<file path="src/rtl/rv32i_types.sv">
// Shared core types: ROB entry layout and index widths used by the ROB, RAT and free list.
package rv32i_types;
  localparam int ROB_DEPTH  = 16;
  localparam int ROB_IDX_W  = $clog2(ROB_DEPTH);
  localparam int PHYS_IDX_W = 6;

  typedef struct packed {
    logic                  valid;
    logic                  done;
    logic [4:0]            isa_rd;
    logic [PHYS_IDX_W-1:0] phys_rd;
    logic [PHYS_IDX_W-1:0] old_phys_rd;
  } rob_entry_t;
endpackage

</file>
<file path="src/rtl/reorder_buffer.sv">
// SS-wide in-order reorder buffer: prefix dispatch, CDB completion, in-order retire of up to SS entries.
module reorder_buffer #(
  parameter int SS        = 2,
  parameter int ROB_DEPTH = rv32i_types::ROB_DEPTH,
  parameter int PHYS_W    = rv32i_types::PHYS_IDX_W,
  parameter int ROB_W     = $clog2(ROB_DEPTH)
) (
  input  logic                         clk,
  input  logic                         rst,
  input  logic                         flush,
  input  logic [SS-1:0]                dispatch_valid,
  input  logic [SS-1:0][4:0]           dispatch_isa_rd,
  input  logic [SS-1:0][PHYS_W-1:0]    dispatch_phys_rd,
  input  logic [SS-1:0][PHYS_W-1:0]    dispatch_old_phys_rd,
  output logic                         dispatch_ready,
  output logic [SS-1:0][ROB_W-1:0]     dispatch_rob_idx,
  input  logic [SS-1:0]                cdb_valid,
  input  logic [SS-1:0][ROB_W-1:0]     cdb_rob_idx,
  output logic                         retire_we,
  output logic [SS-1:0]                retire_valid,
  output logic [SS-1:0][4:0]           retire_isa_rd,
  output logic [SS-1:0][PHYS_W-1:0]    retire_phys_rd,
  output logic [SS-1:0]                free_valid,
  output logic [SS-1:0][PHYS_W-1:0]    free_phys_rd,
  output logic                         rob_empty,
  output logic                         rob_full
);
  import rv32i_types::*;

  localparam int PTR_W = ROB_W + 1;
  localparam int CNT_W = $clog2(SS + 1);
  localparam logic [PTR_W-1:0] READY_MAX = PTR_W'(ROB_DEPTH - SS);

  rob_entry_t                entries [ROB_DEPTH];
  logic [PTR_W-1:0]          head_ptr, tail_ptr, count;
  logic [SS-1:0][ROB_W-1:0]  ret_idx;
  logic [CNT_W-1:0]          num_ret, num_disp;
  logic                      disp_fire;

  assign count          = tail_ptr - head_ptr;
  assign rob_empty      = (head_ptr == tail_ptr);
  assign rob_full       = (head_ptr[ROB_W-1:0] == tail_ptr[ROB_W-1:0]) &&
                          (head_ptr[ROB_W] != tail_ptr[ROB_W]);
  // Conservative: same-cycle retirement does not free room for dispatch.
  assign dispatch_ready = (count <= READY_MAX);
  assign disp_fire      = dispatch_ready && (|dispatch_valid);
  assign retire_we      = |retire_valid;

  always_comb begin
    num_disp = '0;
    for (int i = 0; i < SS; i++) begin
      dispatch_rob_idx[i] = tail_ptr[ROB_W-1:0] + ROB_W'(i);
      num_disp            = num_disp + CNT_W'(dispatch_valid[i]);
    end
  end

  // Prefix chain: a lane retires only if every older lane retires too.
  always_comb begin
    logic chain;
    chain          = 1'b1;
    num_ret        = '0;
    retire_valid   = '0;
    retire_isa_rd  = '0;
    retire_phys_rd = '0;
    free_valid     = '0;
    free_phys_rd   = '0;
    for (int i = 0; i < SS; i++) begin
      ret_idx[i] = head_ptr[ROB_W-1:0] + ROB_W'(i);
      chain      = chain && entries[ret_idx[i]].valid && entries[ret_idx[i]].done;
      if (chain) begin
        retire_valid[i]   = 1'b1;
        retire_isa_rd[i]  = entries[ret_idx[i]].isa_rd;
        retire_phys_rd[i] = entries[ret_idx[i]].phys_rd;
        num_ret           = num_ret + CNT_W'(1);
        if (entries[ret_idx[i]].isa_rd != 5'd0) begin
          free_valid[i]   = 1'b1;
          free_phys_rd[i] = entries[ret_idx[i]].old_phys_rd;
        end
      end
    end
  end

  always_ff @(posedge clk) begin
    if (rst || flush) begin
      head_ptr <= '0;
      tail_ptr <= '0;
      for (int j = 0; j < ROB_DEPTH; j++) entries[j] <= '0;
    end else begin
      for (int i = 0; i < SS; i++)
        if (cdb_valid[i] && entries[cdb_rob_idx[i]].valid)
          entries[cdb_rob_idx[i]].done <= 1'b1;
      for (int i = 0; i < SS; i++)
        if (retire_valid[i]) begin
          entries[ret_idx[i]].valid <= 1'b0;
          entries[ret_idx[i]].done  <= 1'b0;
        end
      // Dispatch slots are free when ready, so they never alias retiring entries.
      if (disp_fire) begin
        for (int i = 0; i < SS; i++)
          if (dispatch_valid[i])
            entries[dispatch_rob_idx[i]] <= '{valid: 1'b1, done: 1'b0,
                                              isa_rd: dispatch_isa_rd[i],
                                              phys_rd: dispatch_phys_rd[i],
                                              old_phys_rd: dispatch_old_phys_rd[i]};
        tail_ptr <= tail_ptr + PTR_W'(num_disp);
      end
      head_ptr <= head_ptr + PTR_W'(num_ret);
    end
  end
endmodule

</file>
<file path="config.mk">
export PLATFORM = sky130hd
export DESIGN_NAME = reorder_buffer
export DESIGN_NICKNAME = d
export VERILOG_FILES = /design/src/rtl/rv32i_types.sv /design/src/rtl/reorder_buffer.sv
export SDC_FILE = /design/constraint.sdc
export NUM_CORES = 1
export LEC_CHECK = 0
export CAP_MARGIN = 20
export CORE_MARGIN = 2
export CORE_UTILIZATION = 50
export DETAILED_ROUTE_END_ITERATION = 8
export GPL_TIMING_DRIVEN = 0
export PLACE_DENSITY = 0.74
export SYNTH_ARGS = -nofsm -noshare
export SYNTH_HDL_FRONTEND = slang
export SYNTH_SLANG_ARGS = --single-unit
</file>
<file path="constraint.sdc">
create_clock -name clk -period 5.3 [get_ports clk]
set_clock_uncertainty 0.1 [all_clocks]
set_input_delay 0.795 -clock clk [delete_from_list [all_inputs] [get_ports clk]]
set_output_delay 0.795 -clock clk [all_outputs]
set_load 0.005 [all_outputs]
</file>
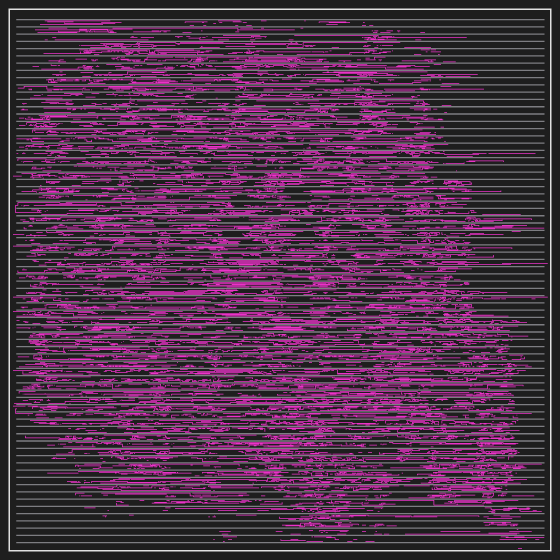
Run 1: met1 routing
Supply wires on this layer in grey.
nets with wire on the layer: 1683
main direction: horizontal
wire length on this layer: 26.1 mm

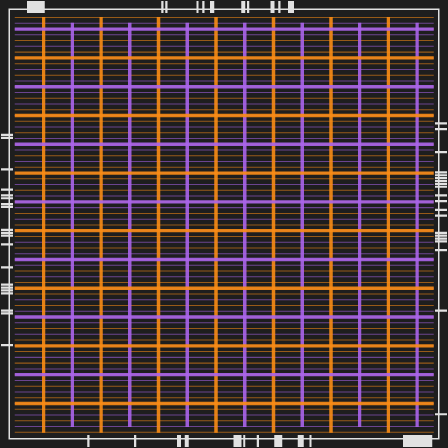
Run 1: supply network
Pins as bars on the die edge.
legend:
  VSS:
    colour: orange
  VDD:
    colour: purple
met1 rails: 73
rows: 72
met5 straps: 14
Die Span Y: 202 um
maximum vdd drop: 261 uV
Die W: 202 um
Core Region: 38700 um^2

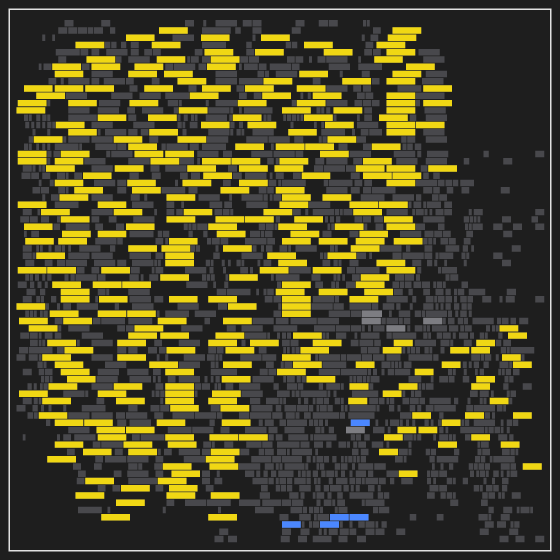
Run 1: register map, names as in the netlist
Other sequential cells in the stronger grey, the rest of the logic in the fainter grey.
legend:
  tail_ptr:
    colour: blue
    placed_flops: 5
    where: south
  entries:
    colour: yellow
    placed_flops: 304
    where: widely spread
not coloured: 5

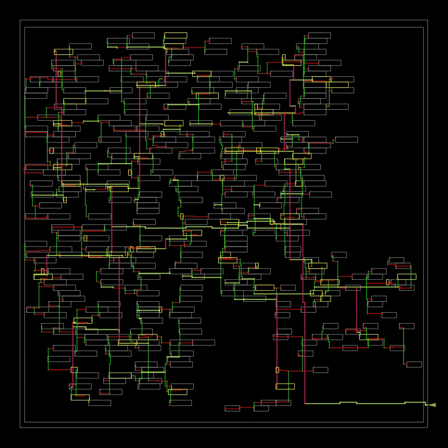
Run 1: the clock network
Clock Latency Late Sink: 0.53 ns
clock buffers: 45
Clock Sinks: 314
seq_cells: 314
clk pwr: 0.00257 W

==> results.yml, run 1 <==
# yosys + openroad results
power:
  power_leader: "sequential cells"
  p_leak_nw: 7.77
  power_w: 0.00585
  sw_frac_of_total: 0.235
  combPwrFrac: 0.075
  power_frac_clock: 0.439
  pwr-share-seq: 0.486
  power_switching_w: 0.00138
  internal-power_w: 0.00448
  p_seq_w: 0.00284
  power_density_nw_per_um2: 256
  powerComb_w: 0.000439
critical_path:
  slowest_delay_ns: 0.96
  critPathSlowestCell: "nor4_4"
  r2r_cells: 16
  r2r-start: "head_ptr[1]"
  crit_chain: "buf_4, clkinvlp_4, buf_4, buf_4, ha_1, nor2b_1, o21ai_0, a211oi_1, or2_1, buf_6, buf_12, buf_12, nor4_4, nor2_1, nand2_1, buf_8"
  crit_top_cell: "buf_4"
  crit_type: "flip-flop to flip-flop"
  crit_required_ns: 5.42
  crit_end: "entries[3][13]"
  crit_arrival_ns: 5.36
  crit_start: "head_ptr[1]"
  crit_path_end_kind: "flip-flop"
  critPathTopFamily: "simple AND/OR/NAND/NOR gates"
  ff2ff_setup_slack_ns: 0.06
  cp_max_fo: 10
  regToRegEndpoint: "entries[3][13]"
  path_buffers: 8
  cp.depth: 16
worst_hold_path:
  min-delay-start: "head_ptr[4]"
  hold_path_depth: 2
  holdPathEnd: "head_ptr[4]"
clocking:
  cts_tree: "yes"
  clk_pin_slew_ns: 0.06
  clockBufferDepth: 3
  cts_buffers: 36
  clock_tree.root_cell: "clkbuf_16"
  htreeDepth: 2
die:
  placementRows: 72
  ios: 99
  chipArea_um2: 40900
  initial_core_util: 0.507
synth:
  ys_seq_frac: 0.459
  ys_area_um2: 19600
  yosys_cells: 1543
  topCellsByArea: "edfxtp_1, mux4_2, a22o_1"
  simple_gate_share: 0.118
  yosys.area_share.adder: 0.0158
  most_common_cell: "edfxtp_1"
  ff_type: "edfxtp_1"
  floorplan.nets: 1615
  syn_area_um2: 19600
  async_flop_share: 0
  synth_cell_types: 76
  ys_sh_aoi: 0.163
  xor_area_frac: 0.00491
  synth.logic.top_family: "multiplexers"
  edf_count: 272
  common_cells: "edfxtp_1, nand2_1, mux4_2"
  mux_area_frac: 0.195
  syn_avg_cell_area_um2: 12.7
  largest_area_cell: "edfxtp_1"
  synth_flops: 314
  synth_cells: 1543
  yosysWarningCount: 0
cells_and_area:
  fin_util: 0.590
  final_nets: 1754
  drive_above_1_share: 0.217
  fin_area_um2: 22800
  synthToLayoutAreaGrowth_pct: 16.3
  final_common_cell: "edfxtp_1"
  lay_top_cells: "edfxtp_1, nand2_1, mux4_2"
  fillCellCount: 3146
  final_cells: 2228
detailed_routing:
  dr.pass1.iters: 6
  vias: 16800
  met1Wirelength_mm: 26.1
  ant_nets: 0
  highest_layer: "met5"
  routed_wl_mm: 78.4
  wl_met3_mm: 11.9
  wl_per_cell_um: 35.2
  drtIter0Drc: 3005
  wl_met2_mm: 34.0
  avgViaCountPerCell: 7.56
  drc: 0
global_routing:
  grt_max_degree: 18
  met1_usage: 0.482
  grt-busiest-layer: "met2"
  met2_usage: 0.577
  overflow: 0
  grtUsageMet3: 0.112
  grt_pass1_wl_mm: 112
  grt_use_total: 0.382
placement:
  globalplace.congestion: 0.975
  dpl.hpwl_mm: 53.8
  dpl.cell_count: 2155
  dp_worst_setup_slack_ns: -0.909
  place_area_um2: 21400
final_timing:
  tns_ns: 0
  min_period_ns: 5.24
  rsz0062_at_grt: "false"
  slew_violations: 0
  fin_crit_sh: 0.988
  setup_viol: 0
  relSlewSlack: 0.236
  hold_viol_final: 0
  worst_pin_slew_ns: 1.15
  timing.fmax_mhz: 191
  fin_ws_ns: 0.0650
run_status:
  outcome: "completed"
flow_run:
  max_cap_violations: 0
  warning_count: 36
## run 1: area by class of cell
class | count | area, um^2 | area share
diodes | 2 | 5.00 | 0.000219
plain buffers | 170 | 902 | 0.0395
well taps | 518 | 648 | 0.0284
clock inverters | 19 | 229 | 0.0100
flip-flops and latches | 314 | 9010 | 0.395
repair buffers | 101 | 1170 | 0.0511
clock buffers | 45 | 955 | 0.0418
inverters | 22 | 90.1 | 0.00394
multi-input cells | 1037 | 9830 | 0.430
## run 1: state kept, by name, indices dropped and copies added, names as in the netlist
| register | count |
|---|---|
| entries | 304 |
| head_ptr | 5 |
| tail_ptr | 5 |
## run 1: timing repair
action | CTS | global route
pin swaps | 0 | 2
buffers inserted | 3 | 0
endpoints found under the setup margin | 32 | 23
resized | 44 | 18
==> inputs of run 2 (changes only) <==
--- a/config.mk
+++ b/config.mk
@@ -11,6 +11,7 @@
 export DETAILED_ROUTE_END_ITERATION = 8
 export GPL_TIMING_DRIVEN = 0
 export PLACE_DENSITY = 0.74
+export SLEW_MARGIN = 25
 export SYNTH_ARGS = -nofsm -noshare
 export SYNTH_HDL_FRONTEND = slang
 export SYNTH_SLANG_ARGS = --single-unit
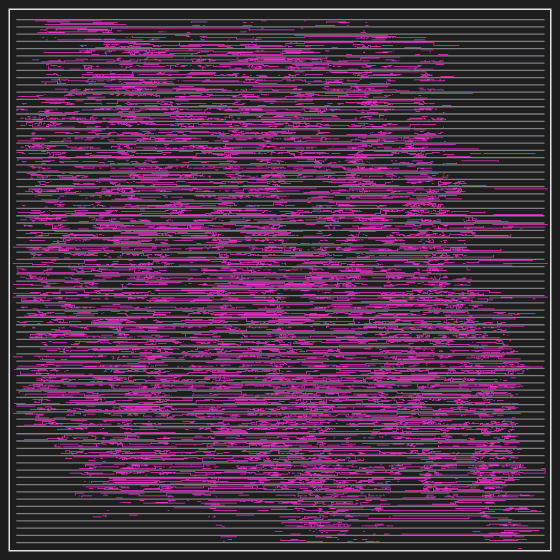
Run 2: met1 routing
Supply wires on this layer in grey.
wire length on this layer: 26.2 mm
main direction: horizontal
share of all routed wire: 34%
nets with wire on the layer: 1681
longest straight run: 57.5 um

==> run 2 against run 1 <==
Cell count decreased by 0.67%. Die size unchanged. Core utilization decreased by 0.64 points. Register-to-register slack improved by 0.05 ns. Flip-flop count unchanged. Synthesized cell count unchanged. Area after synthesis unchanged. Worst hold slack improved by 0.014 ns.
==> results.yml, run 2 <==
# yosys + openroad results
run_status:
  outcome: "completed"
synth:
  ff_type: "edfxtp_1"
  yosys_cells: 1543
  edf_count: 272
  largest_area_cell: "edfxtp_1"
  synth_flops: 314
  ys_area_um2: 19600
  synth_cells: 1543
  floorplan.nets: 1615
  synth.logic.top_family: "multiplexers"
  yosysWarningCount: 0
  async_flop_share: 0
  ys_seq_frac: 0.459
  syn_area_um2: 19600
  synth_cell_types: 76
  topCellsByArea: "edfxtp_1, mux4_2, a22o_1"
  simple_gate_share: 0.118
  common_cells: "edfxtp_1, nand2_1, mux4_2"
  syn_avg_cell_area_um2: 12.7
  most_common_cell: "edfxtp_1"
  ys_sh_aoi: 0.163
cells_and_area:
  largest_reg_flops: 304
  drive_above_1_share: 0.221
  lay_top_cells: "edfxtp_1, nand2_1, mux4_2"
  largestRegisters: "entries (304), head_ptr (5), tail_ptr (5)"
  fin_area_um2: 22600
  final_cells: 2213
  synthToLayoutAreaGrowth_pct: 15.1
  final_nets: 1741
  final_common_cell: "edfxtp_1"
  regMostFlops: "entries"
power:
  combPwrFrac: 0.071
  power_w: 0.00583
  vdd_ir_drop_max_uv: 453
  pwr-share-seq: 0.487
  power_density_nw_per_um2: 258
  sw_frac_of_total: 0.241
  power_frac_clock: 0.441
  clk-power_w: 0.00257
  internal-power_w: 0.00442
  power_switching_w: 0.00141
  power_leader: "sequential cells"
  powerComb_w: 0.000417
  p_leak_nw: 7.63
final_timing:
  fin_crit_sh: 0.995
  min_period_ns: 5.27
  slew_violations: 0
  worst_pin_slew_ns: 1.19
  fin_ws_ns: 0.0276
  setup_viol: 0
  tns_ns: 0
  relSlewSlack: 0.205
  hold_viol_final: 0
critical_path:
  slowest_delay_ns: 0.56
  crit_type: "flip-flop to output port"
  crit_required_ns: 4.41
  crit_path_end_kind: "output port"
  r2r-start: "head_ptr[3]"
  path_buffers: 3
  cp.depth: 10
  crit_start: "head_ptr[0]"
  critPathTopFamily: "multiplexers"
  cp_max_fo: 12
  crit_top_cell: "mux4_2"
  r2r_cells: 11
  crit_arrival_ns: 4.38
detailed_routing:
  wl_met2_mm: 33.4
  vias: 16600
  wl_met3_mm: 11.4
  ant_nets: 0
  routed_wl_mm: 77.1
  wl_per_cell_um: 34.8
  avgViaCountPerCell: 7.51
  drc: 0
  dr.pass1.iters: 8
  met1Wirelength_mm: 26.2
  drtIter0Drc: 3006
  highest_layer: "met5"
global_routing:
  grt_max_degree: 18
  grtUsageMet3: 0.110
  overflow: 0
  grt_use_total: 0.377
  met2_usage: 0.564
  grt-busiest-layer: "met2"
die:
  ios: 99
  fp.dieW_um: 202
  fp.dieH_um: 202
  coreArea_um2: 38700
  placementRows: 72
  initial_core_util: 0.507
  chipArea_um2: 40900
clocking:
  cts_resized: 40
  cts_tree: "yes"
  clk_pin_slew_ns: 0.06
  cts_buffers: 35
  clockBufferDepth: 3
  clock_sinks: 314
  post-cts-setup-buffers: 2
  clock_tree.root_cell: "clkbuf_16"
  clock_latency_ns: 0.54
  htreeDepth: 2
worst_hold_path:
  min-delay-start: "head_ptr[4]"
  hold_path_depth: 2
placement:
  dpl.cell_count: 2145
  dpl.hpwl_mm: 52.8
  dp_worst_setup_slack_ns: -0.891
  globalplace.congestion: 0.975
  place_area_um2: 21200
flow_run:
  warning_count: 36
  max_cap_violations: 0
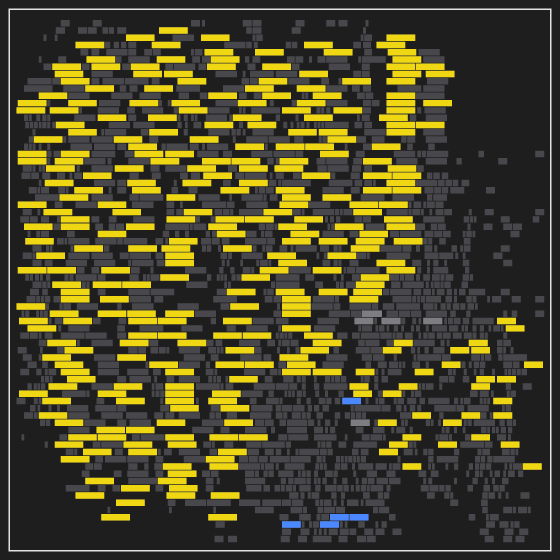
Run 2: register map, names as in the netlist
Other sequential cells in the stronger grey, the rest of the logic in the fainter grey.
legend:
  tail_ptr:
    colour: blue
    placed_flops: 5
    where: south
  entries:
    colour: yellow
    placed_flops: 304
    where: widely spread
fin util: 0.583
fraction of area in registers: 0.399

==> run 2: cell counts after synthesis <==
Identical to the previous run, type by type.
==> run 2: worst paths after layout <==
| path | end | slack (ns) |
|---|---|---|
| worst min-delay path | head_ptr[4] | 0.41 |
| worst max register to register | entries[13][12] | 0.11 |
| worst min register to register | head_ptr[4] | 0.41 |
| worst max-delay path | free_phys_rd[6] | 0.03 |
==> run 2: area by class of cell <==
class / count / area [um^2]
repair buffers: 89 / 893
clock inverters: 22 / 267
diodes: 1 / 2.50
clock buffers: 40 / 905
inverters: 22 / 90.1
well taps: 518 / 648
plain buffers: 170 / 893
flip-flops and latches: 314 / 9010
fillers: 3147 / 16200
multi-input cells: 1037 / 9880
No activity file was given, so power comes from the tool's default toggle rates.
